### config.mk
export PLATFORM = sky130hd
export DESIGN_NAME = edge_cache_flat
export DESIGN_NICKNAME = d
export VERILOG_FILES = /design/src/rtl/edge_cache_if.sv /design/src/rtl/edge_cache.sv /design/src/flat_wrapper.sv
export SDC_FILE = /design/constraint.sdc
export NUM_CORES = 1
export LEC_CHECK = 0
export CAP_MARGIN = 20
export CORE_MARGIN = 1
export CORE_UTILIZATION = 25
export DETAILED_ROUTE_END_ITERATION = 8
export PLACE_DENSITY = 0.42
export RECOVER_POWER = 100
export SYNTH_ARGS = -nofsm -noshare
export SYNTH_HDL_FRONTEND = slang
export SYNTH_SLANG_ARGS = --single-unit
### constraint.sdc
create_clock -name clock -period 7.95 [get_ports clock]
set_input_delay 1.9875 -clock clock [delete_from_list [all_inputs] [get_ports clock]]
set_output_delay 1.9875 -clock clock [all_outputs]
set_load 0.05 [all_outputs]
### src/rtl/edge_cache_if.sv
// Bundle for the edge_cache query port (ec_*) and its pipelined read master (mem_*).
//   master modport: the Dijkstra core plus the memory system, i.e. everything around the cache.
//   slave modport:  the edge_cache itself.
// Signals:
//   ec_query, ec_from_node, ec_to_node  lookup session and requested edge
//   ec_ready, ec_edge_value             registered lookup result
//   mem_read, mem_address               read request (held while mem_waitrequest)
//   mem_waitrequest                     request stalled
//   mem_readdatavalid, mem_readdata     in-order read responses
interface edge_cache_if #(
  parameter int unsigned INDEX_WIDTH    = 8,
  parameter int unsigned VALUE_WIDTH    = 32,
  parameter int unsigned MEM_ADDR_WIDTH = 32
);
  logic                      ec_query;
  logic [INDEX_WIDTH-1:0]    ec_from_node;
  logic [INDEX_WIDTH-1:0]    ec_to_node;
  logic                      ec_ready;
  logic [VALUE_WIDTH-1:0]    ec_edge_value;
  logic                      mem_read;
  logic [MEM_ADDR_WIDTH-1:0] mem_address;
  logic                      mem_waitrequest;
  logic                      mem_readdatavalid;
  logic [VALUE_WIDTH-1:0]    mem_readdata;

  modport master (
    output ec_query, ec_from_node, ec_to_node,
    input  ec_ready, ec_edge_value,
    input  mem_read, mem_address,
    output mem_waitrequest, mem_readdatavalid, mem_readdata
  );

  modport slave (
    input  ec_query, ec_from_node, ec_to_node,
    output ec_ready, ec_edge_value,
    output mem_read, mem_address,
    input  mem_waitrequest, mem_readdatavalid, mem_readdata
  );
endinterface

### src/rtl/edge_cache.sv
// Edge-weight server for the Dijkstra core. On a query for a source node it fetches that
// node's adjacency-matrix row (row-major N x N, VALUE_WIDTH-bit words) over a pipelined read
// master into a single-row buffer, then answers per-destination lookups from the buffer.
// Ports:
//   clock, reset     system clock, synchronous active-high reset
//   base_address     byte address of matrix element [0][0]
//   number_of_nodes  N, row length (clamped to MAX_NODES)
//   bus              edge_cache_if.slave: ec_* query port and mem_* read master
module edge_cache #(
  parameter int unsigned MAX_NODES      = 16,
  parameter int unsigned INDEX_WIDTH    = 8,
  parameter int unsigned VALUE_WIDTH    = 32,
  parameter int unsigned MEM_ADDR_WIDTH = 32
) (
  input  logic                      clock,
  input  logic                      reset,
  input  logic [MEM_ADDR_WIDTH-1:0] base_address,
  input  logic [INDEX_WIDTH-1:0]    number_of_nodes,
  edge_cache_if.slave               bus
);

  localparam int unsigned CntWidth = $clog2(MAX_NODES + 1);
  localparam int unsigned RowWidth = (MAX_NODES > 1) ? $clog2(MAX_NODES) : 1;
  localparam int unsigned Shift    = $clog2(VALUE_WIDTH / 8);
  // Largest positive value: the core's adder can add two of these without wrapping.
  localparam logic [VALUE_WIDTH-1:0] NoEdge = {1'b0, {(VALUE_WIDTH - 1){1'b1}}};

  typedef enum logic [1:0] {StIdle, StRequest, StCollect, StServe} state_e;

  state_e                   state_q;
  logic [INDEX_WIDTH-1:0]   tag_q;
  logic                     row_valid_q;
  logic [CntWidth-1:0]      neff_q;
  logic [CntWidth-1:0]      issue_q;
  logic [CntWidth-1:0]      resp_q;
  logic [INDEX_WIDTH-1:0]   to_q;
  logic [VALUE_WIDTH-1:0]   row_q [MAX_NODES];

  logic [CntWidth-1:0]      neff_in;
  logic                     start_fetch;
  logic                     issue_fire;
  logic                     resp_fire;
  logic [CntWidth-1:0]      issue_next;
  logic [CntWidth-1:0]      resp_next;
  logic [VALUE_WIDTH-1:0]   raw;
  logic [VALUE_WIDTH-1:0]   lookup_value;

  function automatic logic [MEM_ADDR_WIDTH-1:0] word_addr(
    input logic [MEM_ADDR_WIDTH-1:0] base,
    input logic [INDEX_WIDTH-1:0]    row,
    input logic [CntWidth-1:0]       n,
    input logic [CntWidth-1:0]       k
  );
    return base + ((MEM_ADDR_WIDTH'(row) * MEM_ADDR_WIDTH'(n) + MEM_ADDR_WIDTH'(k)) << Shift);
  endfunction

  always_comb begin
    neff_in = (32'(number_of_nodes) > MAX_NODES) ? CntWidth'(MAX_NODES)
                                                 : CntWidth'(number_of_nodes);

    // Miss from IDLE, or a change of source node while serving.
    start_fetch = bus.ec_query &&
                  (((state_q == StIdle) && !(row_valid_q && (tag_q == bus.ec_from_node))) ||
                   ((state_q == StServe) && (tag_q != bus.ec_from_node)));

    issue_fire = bus.mem_read && !bus.mem_waitrequest;
    issue_next = issue_q + CntWidth'(1);

    // Responses outside a fetch (e.g. stragglers after reset) are dropped.
    resp_fire = bus.mem_readdatavalid && (resp_q < neff_q) &&
                ((state_q == StRequest) || (state_q == StCollect));
    resp_next = resp_q + CntWidth'(resp_fire);

    raw = row_q[bus.ec_to_node[RowWidth-1:0]];
    if (32'(bus.ec_to_node) >= 32'(neff_q)) begin
      lookup_value = NoEdge;
    end else if (bus.ec_to_node == tag_q) begin
      lookup_value = '0;
    end else if (raw == '0) begin
      lookup_value = NoEdge;
    end else begin
      lookup_value = raw;
    end
  end

  always_ff @(posedge clock) begin
    if (reset) begin
      state_q           <= StIdle;
      tag_q             <= '0;
      row_valid_q       <= 1'b0;
      neff_q            <= '0;
      issue_q           <= '0;
      resp_q            <= '0;
      to_q              <= '0;
      bus.ec_ready      <= 1'b0;
      bus.ec_edge_value <= '0;
      bus.mem_read      <= 1'b0;
      bus.mem_address   <= '0;
    end else begin
      to_q <= bus.ec_to_node;

      if (resp_fire) begin
        row_q[resp_q[RowWidth-1:0]] <= bus.mem_readdata;
        resp_q                      <= resp_next;
      end

      if (start_fetch) begin
        tag_q           <= bus.ec_from_node;
        row_valid_q     <= 1'b0;
        neff_q          <= neff_in;
        issue_q         <= '0;
        resp_q          <= '0;
        bus.mem_read    <= (neff_in != '0);
        bus.mem_address <= word_addr(base_address, bus.ec_from_node, neff_in, '0);
        bus.ec_ready    <= 1'b0;
        state_q         <= StRequest;
      end else begin
        unique case (state_q)
          StIdle: begin
            bus.ec_ready <= 1'b0;
            if (bus.ec_query) state_q <= StServe;  // hit: start_fetch was low
          end
          StRequest: begin
            if (neff_q == '0) begin
              state_q <= StCollect;
            end else if (issue_fire) begin
              issue_q <= issue_next;
              if (issue_next == neff_q) begin
                bus.mem_read <= 1'b0;
                state_q      <= StCollect;
              end else begin
                bus.mem_address <= word_addr(base_address, tag_q, neff_q, issue_next);
              end
            end
          end
          StCollect: begin
            if (resp_next == neff_q) begin
              row_valid_q <= 1'b1;
              state_q     <= bus.ec_query ? StServe : StIdle;
            end
          end
          StServe: begin
            if (!bus.ec_query) begin
              bus.ec_ready <= 1'b0;
              state_q      <= StIdle;
            end else begin
              // Ready only once ec_to_node has been stable for a cycle.
              bus.ec_ready      <= (bus.ec_to_node == to_q);
              bus.ec_edge_value <= lookup_value;
            end
          end
          default: state_q <= StIdle;
        endcase
      end
    end
  end

endmodule

### src/flat_wrapper.sv
// flat-port wrapper written by rule: the top's interface ports become plain ports
module edge_cache_flat 
#(
  parameter int unsigned MAX_NODES      = 16,
  parameter int unsigned INDEX_WIDTH    = 8,
  parameter int unsigned VALUE_WIDTH    = 32,
  parameter int unsigned MEM_ADDR_WIDTH = 32
)
  (clock, reset, base_address, number_of_nodes, bus_ec_query, bus_ec_from_node, bus_ec_to_node, bus_ec_ready, bus_ec_edge_value, bus_mem_read, bus_mem_address, bus_mem_waitrequest, bus_mem_readdatavalid, bus_mem_readdata);
  edge_cache_if #(.INDEX_WIDTH(INDEX_WIDTH), .VALUE_WIDTH(VALUE_WIDTH), .MEM_ADDR_WIDTH(MEM_ADDR_WIDTH)) bus_i ();
  input  logic clock;
  input  logic reset;
  input  logic [MEM_ADDR_WIDTH-1:0] base_address;
  input  logic [INDEX_WIDTH-1:0] number_of_nodes;
  input wire logic [$bits(bus_i.ec_query)-1:0] bus_ec_query;
  input wire logic [$bits(bus_i.ec_from_node)-1:0] bus_ec_from_node;
  input wire logic [$bits(bus_i.ec_to_node)-1:0] bus_ec_to_node;
  output wire logic [$bits(bus_i.ec_ready)-1:0] bus_ec_ready;
  output wire logic [$bits(bus_i.ec_edge_value)-1:0] bus_ec_edge_value;
  output wire logic [$bits(bus_i.mem_read)-1:0] bus_mem_read;
  output wire logic [$bits(bus_i.mem_address)-1:0] bus_mem_address;
  input wire logic [$bits(bus_i.mem_waitrequest)-1:0] bus_mem_waitrequest;
  input wire logic [$bits(bus_i.mem_readdatavalid)-1:0] bus_mem_readdatavalid;
  input wire logic [$bits(bus_i.mem_readdata)-1:0] bus_mem_readdata;
  assign bus_i.ec_query = bus_ec_query;
  assign bus_i.ec_from_node = bus_ec_from_node;
  assign bus_i.ec_to_node = bus_ec_to_node;
  assign bus_ec_ready = bus_i.ec_ready;
  assign bus_ec_edge_value = bus_i.ec_edge_value;
  assign bus_mem_read = bus_i.mem_read;
  assign bus_mem_address = bus_i.mem_address;
  assign bus_i.mem_waitrequest = bus_mem_waitrequest;
  assign bus_i.mem_readdatavalid = bus_mem_readdatavalid;
  assign bus_i.mem_readdata = bus_mem_readdata;
  edge_cache #(.MAX_NODES(MAX_NODES), .INDEX_WIDTH(INDEX_WIDTH), .VALUE_WIDTH(VALUE_WIDTH), .MEM_ADDR_WIDTH(MEM_ADDR_WIDTH)) u_core (.clock(clock), .reset(reset), .base_address(base_address), .number_of_nodes(number_of_nodes), .bus(bus_i));
endmodule
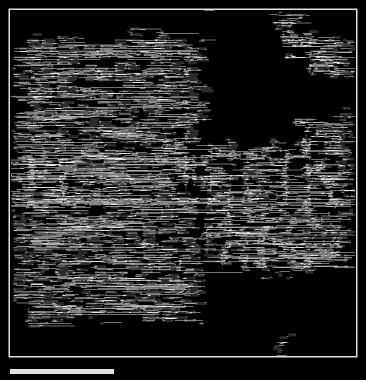
met1.png
The bar under the picture is 100 um long.
main direction: horizontal
share of all routed wire: 46%
longest straight run: 73.1 um
wire length on this layer: 36.4 mm
nets with wire on the layer: 2,025
Global Route met1 Usage: 19.8%
via count: 16,075

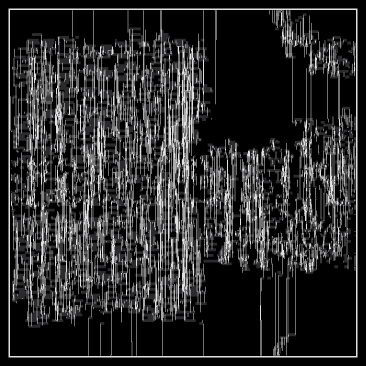
met2.png
longest straight run: 136 um
main direction: vertical
met2 usage: 22.9%
WL final: 79,700 um

==> run_results.csv <==
group,metric,value,unit
logic_synthesis,ys_sh_mux,10.8,%
logic_synthesis,ys_cells,1743,
routing,drt-pass1-iter-count,5,
floorplanning,ios,159,
floorplanning,die_x,332,um
outcome,violations,"capacitance limit, slew limit",
outcome,outcome,"complete, but fails checks",
hold_path,worst_hold_path_type,"reg -> reg",
floorplanning,die_area,0.110,mm2
cts,clockRootBuffer,"clkbuf_16",
logic_synthesis,ys_top_logic_family,"multiplexers",
logic_synthesis,synth-simple-area-share,6.29,%
sta,hold_ws,447,ps
sta,hold_viol,0,
pwr,netSwitchingPower,2150,uW
logic_synthesis,syn_area_per_cell,15.6,um2
sta,post-route-min-period,7560,ps
logic_synthesis,synth-edff-count,512,
routing,antenna_left,0,
hold_path,hold_start,"u_core.bus.mem_address[7]",
logic_synthesis,flop_cell,"edfxtp_1",
logic_synthesis,synthTopCellsByCount,"512 x edfxtp_1, 138 x nand2_1, 128 x mux4_2",
place,io_buffers,158,
cts,cts_hold_buffers,0,
logic_synthesis,synth.most_common_cell,"edfxtp_1",
floorplanning,fp_util,25.3,%
worst_setup_path,startpoint_type,"input pin",
worst_setup_path,path_class,"in -> reg",
sta,tightest_slew,3370,ps
logic_synthesis,synth.distinct_cells,63,
global_route,grt_max_degree,70,
logic_synthesis,top_area_cell,"edfxtp_1",
hold_path,min_to,"u_core.bus.mem_address[7]",
logic_synthesis,compound_area_share,6.85,%
worst_setup_path,cp.arrival,8080,ps
pwr,switching_share,26.7,%
final_layout,nets,2165,
worst_setup_path,slowest_delay,590,ps
sta,finalClockPeriodUsage,95.1,%
floorplanning,die_y,332,um
logic_synthesis,top_area_share,56.4,%
run,drv_cap,22,
cts,worstSkewPairLatency,650,ps
place,hpwl,48000,um
global_route,gr-total-overflow,0,
global_route,grt_use_total,14.4,%
logic_synthesis,async_flop_share,0,%
place,globalplace.congestion,0.772,
global_route,busiest_layer,"met2",
logic_synthesis,syn_area,0.0273,mm2
routing,wire_per_inst,23.4,um
worst_setup_path,r2r-start,"u_core.neff_q[1]",
floorplanning,std_cell_rows,120,
pwr,irDropWorstVdd,0.167,mV
sta,report.final.slew_viol_count,529,
worst_setup_path,crit_slowest_cell,"or4_4",
sta,finalSetupViolations,0,
pwr,powerDensity,243,mW/mm2
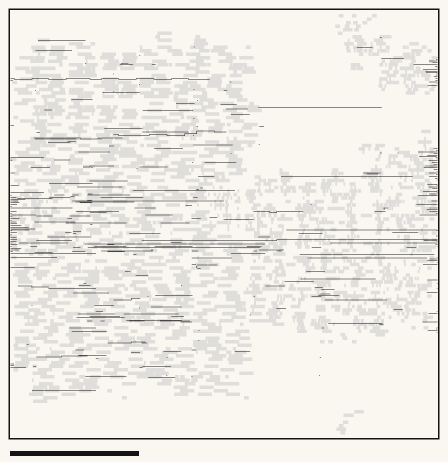
met3.png
The bar under the picture is 100 um long.
share of all routed wire: 6.4%
wire length on this layer: 5,110 um
main direction: horizontal
longest straight run: 140 um
nets with wire on the layer: 223
met3 Use GR: 3.15%

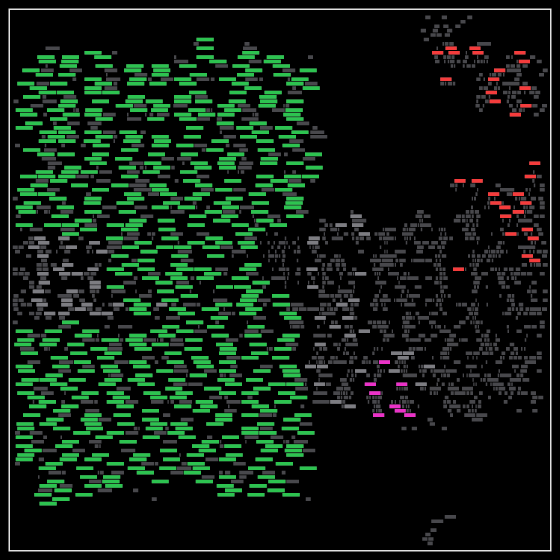
registers.png
[magenta] `u_core.tag_q` | flops: 8
[red] `u_core.bus.mem_address` | flops: 32
[green] `u_core.row_q` | flops: 512
Core Util, Final: 30.7%
register area: 0.0174 mm2
sequential power: 3630 uW

[power groups by stage]
stage,Clock (uW),Combinational (uW),Sequential [uW]
after floorplan,0,560,3840
after global placement,0,1170,3700
after detailed placement,0,1180,3700
after CTS,3370,1180,3630
after global routing,3490,1230,3640
final,3280,1130,3630
[metal layers]
| layer | vias up | share of wire, % |
|---|---|---|
| met4 | 12 | 2.1 |
| met2 | 470 | 46 |
| met3 | 112 | 6.4 |
| met1 | 8338 | 46 |
| li1 | 7143 | - |
| met5 | - | 0.073 |
[worst register-to-register path: stages (launching register included)]
cell and delay (ps):
dfxtp_1 720, inv_1 150, ha_1 310, a21o_1 170, a21o_1 170, a21oi_1 270
o21ai_0 130, clkbuf_1 310, or4b_1 670, nor2_1 2320, clkbuf_1 860
[flip-flops by register name, summed over array words and instances (netlist names)]
| signal | cells |
|---|---|
| u_core.bus.ec_edge_value | 32 |
| u_core.bus.mem_address | 32 |
| u_core.bus.mem_read | 1 |
| u_core.to_q | 8 |
| u_core.tag_q | 8 |
| u_core.state_q | 2 |
| u_core.resp_q | 5 |
| u_core.row_valid_q | 1 |
| u_core.bus.ec_ready | 1 |
| u_core.issue_q | 5 |
| u_core.neff_q | 5 |
| u_core.row_q | 512 |
[final cells by class]
type / count / share of cell area [%]
tap: 1403 / 5.31
sequential: 612 / 52.5
timing repair buffer: 238 / 6.35
clock buffer: 98 / 6.01
clock inverter: 26 / 1.06
inverter: 77 / 0.874
antenna: 1 / 0.00757
multi-input combinational: 952 / 27.9
[how the worst max path moves through the flow]
stage	to	slack [ps]	cells past startpoint
after floorplan	u_core.bus.mem_address[24]	260	23
after global placement	u_core.bus.mem_address[31]	-350	24
after detailed placement	u_core.bus.mem_address[31]	-470	24
after CTS	u_core.bus.mem_address[31]	210	24
after global routing	u_core.bus.mem_address[20]	20	25
final	u_core.bus.mem_address[31]	390	22
[cells in the final DEF, fill, tap and decap left out, drive strengths merged, types with 29 or more instances in the layout]
| cell | Yosys | routed |
|---|---|---|
| nand2 | 138 | 138 |
| xor2 | 42 | 42 |
| mux4 | 128 | 128 |
| o221a | 31 | 31 |
| clkbuf | 73 | 133 |
| clkdlybuf4s50 | 0 | 55 |
| xnor2 | 38 | 38 |
| ha | 79 | 79 |
| fa | 42 | 42 |
| edfxtp | 512 | 512 |
| nor2 | 61 | 61 |
| a22oi | 64 | 64 |
| inv | 77 | 78 |
| dlygate4sd3 | 0 | 100 |
| and3 | 29 | 29 |
| a21oi | 56 | 56 |
| dfxtp | 100 | 100 |
| buf | 29 | 48 |
[per-stage QoR]
step	setup TNS [ps]	cell area [um2]	std cells	worst slack (ps)	total power, uW
2_1_floorplan	0	27300	1743	263	4400
3_3_place_gp	-3780	30900	3281	-346	4870
3_5_place_dp	-5080	30900	3281	-470	4880
4_1_cts	0	33300	3405	215	8190
5_1_grt	0	33100	3406	21.8	8360
6_report	0	33100	3407	391	8040
Power and IR drop assume default switching activity.
